[config.mk]
export PLATFORM = sky130hd
export DESIGN_NAME = spi_mem_ctrl
export DESIGN_NICKNAME = d
export VERILOG_FILES = /design/src/rtl/spi_mem_ctrl_pkg.sv /design/src/rtl/spi_mem_ctrl_shift.sv /design/src/rtl/spi_mem_ctrl.sv
export SDC_FILE = /design/constraint.sdc
export NUM_CORES = 1
export LEC_CHECK = 0
export CAP_MARGIN = 20
export CORE_MARGIN = 5
export CORE_UTILIZATION = 25
export DETAILED_ROUTE_END_ITERATION = 6
export GPL_TIMING_DRIVEN = 0
export PLACE_DENSITY = 0.49
export SLEW_MARGIN = 20
export SYNTH_ARGS = -nofsm -noshare
export SYNTH_HDL_FRONTEND = slang
export SYNTH_SLANG_ARGS = --single-unit
[constraint.sdc]
create_clock -name i_clk -period 1.87 [get_ports i_clk]
set_clock_uncertainty 0.15 [all_clocks]
set_input_delay 0.2805 -clock i_clk [delete_from_list [all_inputs] [get_ports i_clk]]
set_output_delay 0.2805 -clock i_clk [all_outputs]
set_load 0.005 [all_outputs]
[src/rtl/spi_mem_ctrl_pkg.sv]
// spi_mem_ctrl_pkg: shared op/state types, SPI SRAM command constants and frame builder (optional SPI_MEM_FAST_READ_EN)
package spi_mem_ctrl_pkg;
  typedef enum logic [1:0] {MEM_NOP = 2'd0, MEM_READ = 2'd1, MEM_WRITE = 2'd2} mem_ctrl_op_e;
  typedef enum logic [1:0] {IDLE = 2'd0, SHIFT = 2'd1, DONE = 2'd2} spi_mem_state_e;
  localparam logic [7:0] SPI_CMD_READ      = 8'h03;
  localparam logic [7:0] SPI_CMD_WRITE     = 8'h02;
  localparam logic [7:0] SPI_CMD_FAST_READ = 8'h0B;
  localparam logic [5:0] SPI_LEN_WRITE     = 6'd32;
`ifdef SPI_MEM_FAST_READ_EN
  localparam int         SPI_FRAME_BITS    = 40;
  localparam logic [5:0] SPI_LEN_READ      = 6'd40;
  // Fast read appends 8 dummy zero bits; frames are left-aligned so the MSB always leads
  function automatic logic [SPI_FRAME_BITS-1:0] build_frame(input logic rd, input logic [15:0] a, input logic [7:0] d);
    return rd ? {SPI_CMD_FAST_READ, a, 16'h0000} : {SPI_CMD_WRITE, a, d, 8'h00};
  endfunction
`else
  localparam int         SPI_FRAME_BITS    = 32;
  localparam logic [5:0] SPI_LEN_READ      = 6'd32;
  function automatic logic [SPI_FRAME_BITS-1:0] build_frame(input logic rd, input logic [15:0] a, input logic [7:0] d);
    return rd ? {SPI_CMD_READ, a, 8'h00} : {SPI_CMD_WRITE, a, d};
  endfunction
`endif
endpackage

[src/rtl/spi_mem_ctrl_shift.sv]
// spi_mem_ctrl_shift: frame shift register, bit counter and two-phase sck generator (one setup cycle, then 2 cycles per bit)
module spi_mem_ctrl_shift
  import spi_mem_ctrl_pkg::*;
(
  input  logic                      i_clk,
  input  logic                      i_rst_n,
  input  logic                      i_load,
  input  logic [SPI_FRAME_BITS-1:0] i_frame,
  input  logic [5:0]                i_len,
  input  logic                      i_miso,
  output logic                      o_last_bit,
  output logic                      o_sck,
  output logic                      o_mosi,
  output logic [7:0]                o_rx
);
  logic [SPI_FRAME_BITS-1:0] r_sr;
  logic [5:0]                r_cnt;
  logic [5:0]                r_len;
  logic [7:0]                r_rx;
  logic                      r_run;
  logic                      r_setup;
  logic                      r_ph;
  logic                      r_sck;
  assign o_last_bit = r_run & ~r_setup & r_ph & (r_cnt == r_len - 6'd1);
  assign o_rx       = {r_rx[6:0], i_miso};
  assign o_mosi     = r_sr[SPI_FRAME_BITS-1];
  assign o_sck      = r_sck;
  // Setup cycle, then phase 0 (sck low) / phase 1 (sck high); the edge ending phase 1 samples miso and shifts
  always_ff @(posedge i_clk or negedge i_rst_n) begin
    if (!i_rst_n) begin
      r_sr    <= '0;
      r_cnt   <= '0;
      r_len   <= '0;
      r_rx    <= '0;
      r_run   <= 1'b0;
      r_setup <= 1'b0;
      r_ph    <= 1'b0;
      r_sck   <= 1'b0;
    end else if (i_load) begin
      r_sr    <= i_frame;
      r_len   <= i_len;
      r_cnt   <= '0;
      r_run   <= 1'b1;
      r_setup <= 1'b1;
      r_ph    <= 1'b0;
      r_sck   <= 1'b0;
    end else if (r_run) begin
      if (r_setup) begin
        r_setup <= 1'b0;
      end else if (!r_ph) begin
        r_ph  <= 1'b1;
        r_sck <= 1'b1;
      end else begin
        r_ph  <= 1'b0;
        r_sck <= 1'b0;
        r_rx  <= o_rx;
        r_sr  <= {r_sr[SPI_FRAME_BITS-2:0], 1'b0};
        r_cnt <= r_cnt + 6'd1;
        r_run <= ~o_last_bit;
      end
    end
  end
endmodule

[src/rtl/spi_mem_ctrl.sv]
// spi_mem_ctrl: control-unit memory stage driving a mode-0 SPI SRAM with a 4-phase done handshake (optional SPI_MEM_FAST_READ_EN)
module spi_mem_ctrl
  import spi_mem_ctrl_pkg::*;
#(
  parameter int DATA_BUS_WIDTH = 8,
  parameter int ADDR_WIDTH     = 16
) (
  input  logic                      i_clk,
  input  logic                      i_rst_n,
  input  logic [1:0]                i_mem_ctrl_op,
  input  logic [ADDR_WIDTH-1:0]     i_addr,
  input  logic [DATA_BUS_WIDTH-1:0] i_data_in,
  output logic [DATA_BUS_WIDTH-1:0] o_data_out,
  output logic                      o_mem_op_done,
  output logic                      o_busy,
  output logic                      o_spi_sck,
  output logic                      o_spi_cs_n,
  output logic                      o_spi_mosi,
  input  logic                      i_spi_miso
);
  spi_mem_state_e            r_state;
  logic                      r_rd;
  logic                      r_cs_n;
  logic                      r_busy;
  logic                      r_done;
  logic [DATA_BUS_WIDTH-1:0] r_data_out;
  logic                      w_is_rd;
  logic                      w_is_wr;
  logic                      w_load;
  logic                      w_last;
  logic [7:0]                w_rx;
  assign w_is_rd       = i_mem_ctrl_op == MEM_READ;
  assign w_is_wr       = i_mem_ctrl_op == MEM_WRITE;
  assign w_load        = (r_state == IDLE) & (w_is_rd | w_is_wr);
  assign o_data_out    = r_data_out;
  assign o_mem_op_done = r_done;
  assign o_busy        = r_busy;
  assign o_spi_cs_n    = r_cs_n;
  spi_mem_ctrl_shift u_shift (
    .i_clk      (i_clk),
    .i_rst_n    (i_rst_n),
    .i_load     (w_load),
    .i_frame    (build_frame(w_is_rd, i_addr, i_data_in)),
    .i_len      (w_is_rd ? SPI_LEN_READ : SPI_LEN_WRITE),
    .i_miso     (i_spi_miso),
    .o_last_bit (w_last),
    .o_sck      (o_spi_sck),
    .o_mosi     (o_spi_mosi),
    .o_rx       (w_rx)
  );
  // Transaction FSM; DONE holds until the op returns to NOP (undefined op codes count as NOP)
  always_ff @(posedge i_clk or negedge i_rst_n) begin
    if (!i_rst_n) begin
      r_state    <= IDLE;
      r_rd       <= 1'b0;
      r_cs_n     <= 1'b1;
      r_busy     <= 1'b0;
      r_done     <= 1'b0;
      r_data_out <= '0;
    end else begin
      case (r_state)
        IDLE: if (w_load) begin
          r_state <= SHIFT;
          r_rd    <= w_is_rd;
          r_cs_n  <= 1'b0;
          r_busy  <= 1'b1;
        end
        SHIFT: if (w_last) begin
          r_state <= DONE;
          r_cs_n  <= 1'b1;
          r_busy  <= 1'b0;
          r_done  <= 1'b1;
          if (r_rd) r_data_out <= w_rx;
        end
        DONE: if (!w_is_rd && !w_is_wr) begin
          r_state <= IDLE;
          r_done  <= 1'b0;
        end
        default: r_state <= IDLE;
      endcase
    end
  end
endmodule
Met1 routing:
The bar under the picture is 20 µm long. Cells faint in the background.
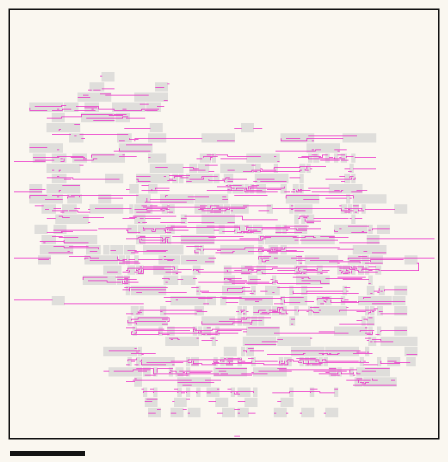
322 nets have wire on it. The longest straight run is 29.4 µm. The layer holds 49% of the routed length. The layer carries 3140 µm of wire. The wires run mostly horizontal.
drt total wl: 6.453 mm
vias post-DR: 2142
GR Util met1: 0.1447

The metal 2 layer:
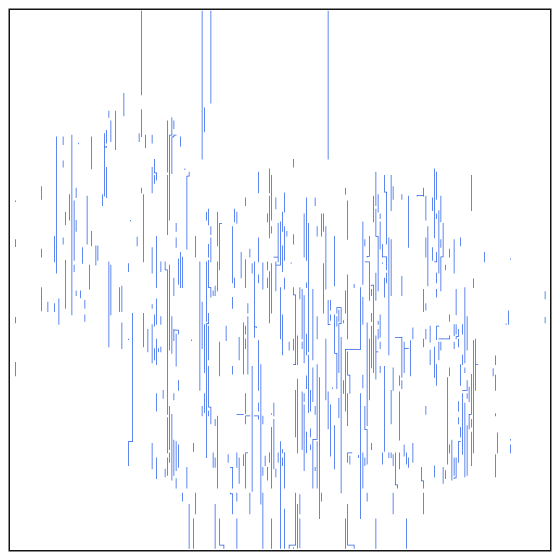
The wires run mostly vertical. 296 nets have wire on it. The layer holds 45% of the routed length. The longest straight run is 38.1 µm. The layer carries 2880 µm of wire.
met2 GRT Util: 0.1521

The metal 3 layer:
The bar under the picture is 20 µm long.
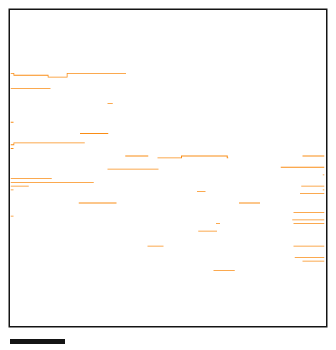
The wires run mostly horizontal. 27 nets have wire on it. The longest straight run is 29.7 µm.

Clock nets:
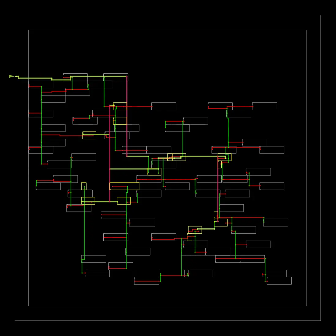
# clk buffers: 12
Sinks on Clock Net: 63
CTS Buf Count: 9
flop count: 63
Clk. pwr: 1.16 mW

Drive-strength map:
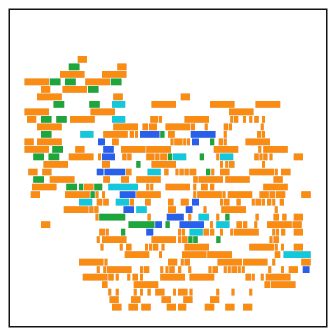
Key: x2 = green [cells 32, share 9.6%, most used mux2_2]; x6 and larger = cyan [cells 14, share 4.2%, most used clkbuf_8]; x1 and smaller = orange [cells 269, share 81%, most used nand2_1]; x3 and x4 = blue [cells 17, share 5.1%, most used buf_4]
fin area: 0.003652 mm²
bufs w/o clock: 63
final setup margin: 0.05951 ns

==> job_summary.md <==
### Yosys + OpenROAD results

| Metric | Value |
|---|---|
| RePlAce Congestion | `0.7083` |
| Reg with most FFs | `u_shift.r_sr` |
| Post-CTS sizing | `16` |
| Tightest Pin Transition | `approximately 0.45 ns` |
| Clock tree buffer depth | `2` |
| Area grow syn2layout | `34.02%` |
| Setup crit start kind | `input port` |
| Synth top area cells | `dfrtp_1 (57%), nand2_1 (9.8%), mux2_2 (6.2%), a31oi_1 (5.3%), a21oi_1 (3.1%)` |
| Switching share of total power | `0.3481` |
| Reg2reg start | `u_shift.r_cnt[0]$_DFFE_PN0P_` |
| HP Class | `input port to async pin` |
| Final hold vios | `0` |
| RR Endpoint | `o_data_out[1]$_DFFE_PN0P_` |
| Adders+Majority by Area | `0.009183` |
| First-pass GRT wire length | `10.87 mm` |
| Most instantiated library cell after synthesis | `nand2_1` |
| Max reg flops | `32` |
| Cell variety after synth | `34` |
| Clk slew on worst S/H paths | `0.07 ns` |
| Clk ins delay skew pair | `0.33 ns` |
| Reg2reg setup slack | `0.08 ns` |
| Seq area share | `0.4323` |
| Post-place setup slack | `-0.6009 ns` |
| Power density cells | `1407 mW/mm²` |
| Total Power | `5.139 mW` |
| Final nets | `358` |
| CP arrival | `1.87 ns` |
| Post-synth top cells | `nand2_1 (71), dfrtp_1 (62), a31oi_1 (23), nor2_1 (18), a21oi_1 (17)` |
| Maxcap violations | `0` |
| I/O Pins | `approximately 42` |
| Syn Area/Cell | `just over 10 µm²` |
| Port bufs | `41` |
| Peak VDD IR | `approximately 0.00045 V` |
| Crit path kind | `input port to flop` |
| R2R cell count | `5` |
| CP startpoint | `i_mem_ctrl_op[1]` |
| Largest net degree at the start of global routing | `~53` |
| Fraction of area in multi-input gates | `0.3052` |
| Ao+oa area frac | `0.1185` |
| H-tree depth | `3` |
| Synthesized Nets | `300` |
| Full die area | `approximately 0.013 mm²` |
| Critical Path Fanout Max | `10` |
| # DRC | `0` |
| Number of synthesized register bits | `63` |
| CP Capture Type | `flop` |
| Count of tool warnings | `26` |
| # diodes | `0` |
| Logic area | `0.001115 mm²` |
| Die Ht | `between 100 and 150 µm` |
| Synthesized cell area | `about 0.0027 mm²` |
| Starting density of the core | `0.2536` |
| Hold-fix buffers, CTS | `1` |
| Fmax | `552.3 MHz` |
| Fin. max-slew vios | `0` |
| Synth Area in XOR/XNOR | `0.009642` |
| Post-CTS Setup Repair Bufs | `2` |
| Share of layout cells above drive strength 1 | `0.1898` |
| Status | `completed` |
| Routed vias/inst | `~4.5` |
| Yosys stat cell total | `between 200 and 300` |
| Logic pwr share | `0.345` |
| Logic family by area | `simple AND/OR/NAND/NOR gates` |
| Site row count | `38` |
| Yosys top cell by area | `dfrtp_1` |
cells by family (layout without fill, tap and decap cells):
kind of cell / Yosys count / count (layout)
DFF: 63 / 63
buffers and inverters: 21 / 84
adders and majority gates: 2 / 2
and+or+nand+nor: 110 / 110
xor gates and xnor gates: 3 / 3
AOI/OAI and AO/OA: 54 / 54
muxes: 16 / 16
cells in the final DEF, fill, tap and decap left out, drive strengths merged, types with 5 or more instances in the layout:
master         count
clkbuf            21
nand3              5
a21oi             17
nand2             71
dfrtp             62
a31oi             23
o21ai              6
inv                5
mux2              15
nor2              19
clkdlybuf4s50     39
buf               13
power by group through the flow:
stage | combinational, mW | sequential [mW] | clock [mW]
floorplan | 1.23 | 2.13 | 0
CTS | 1.74 | 2.19 | 1.21
global placement | 1.64 | 2.20 | 0
detailed placement | 1.69 | 2.21 | 0
finish | 1.77 | 2.20 | 1.16
global route | 2.01 | 2.27 | 1.26
worst max-delay path: stages:
cell	delay, ns
clkdlybuf4s50_1	0.46
inv_1	0.06
ha_4	0.24
or3_4	0.33
buf_6	0.14
buf_6	0.14
o311ai_1	0.09
o41ai_1	0.12
per-stage QoR:
stage	cell area (µm²)	utilization	hold WS [ns]	TNS (ns)	std cells
global placement	3311	0.3081	0.3236	-141.74	450
global route	3652	0.3399	0.1886	-0.01774	472
floorplan	2725	-	-0.1651	0	269
finish	3652	0.3399	0.1778	0	472
CTS	3600	0.3350	0.1661	0	470
detailed placement	3336	0.3104	-0.007460	-28.19	451
per-layer routing:
metal | part of all wire | up-vias | GRT usage
met2 | 0.45 | 41 | 0.1521
met3 | 0.054 | 8 | 0.03753
met4 | 0.014 | 0 | 0.03325
li1 | - | 1043 | -
met1 | 0.49 | 1050 | 0.1447
met5 | 0 | - | 0
No activity file was given, so power comes from the tool's default toggle rates.
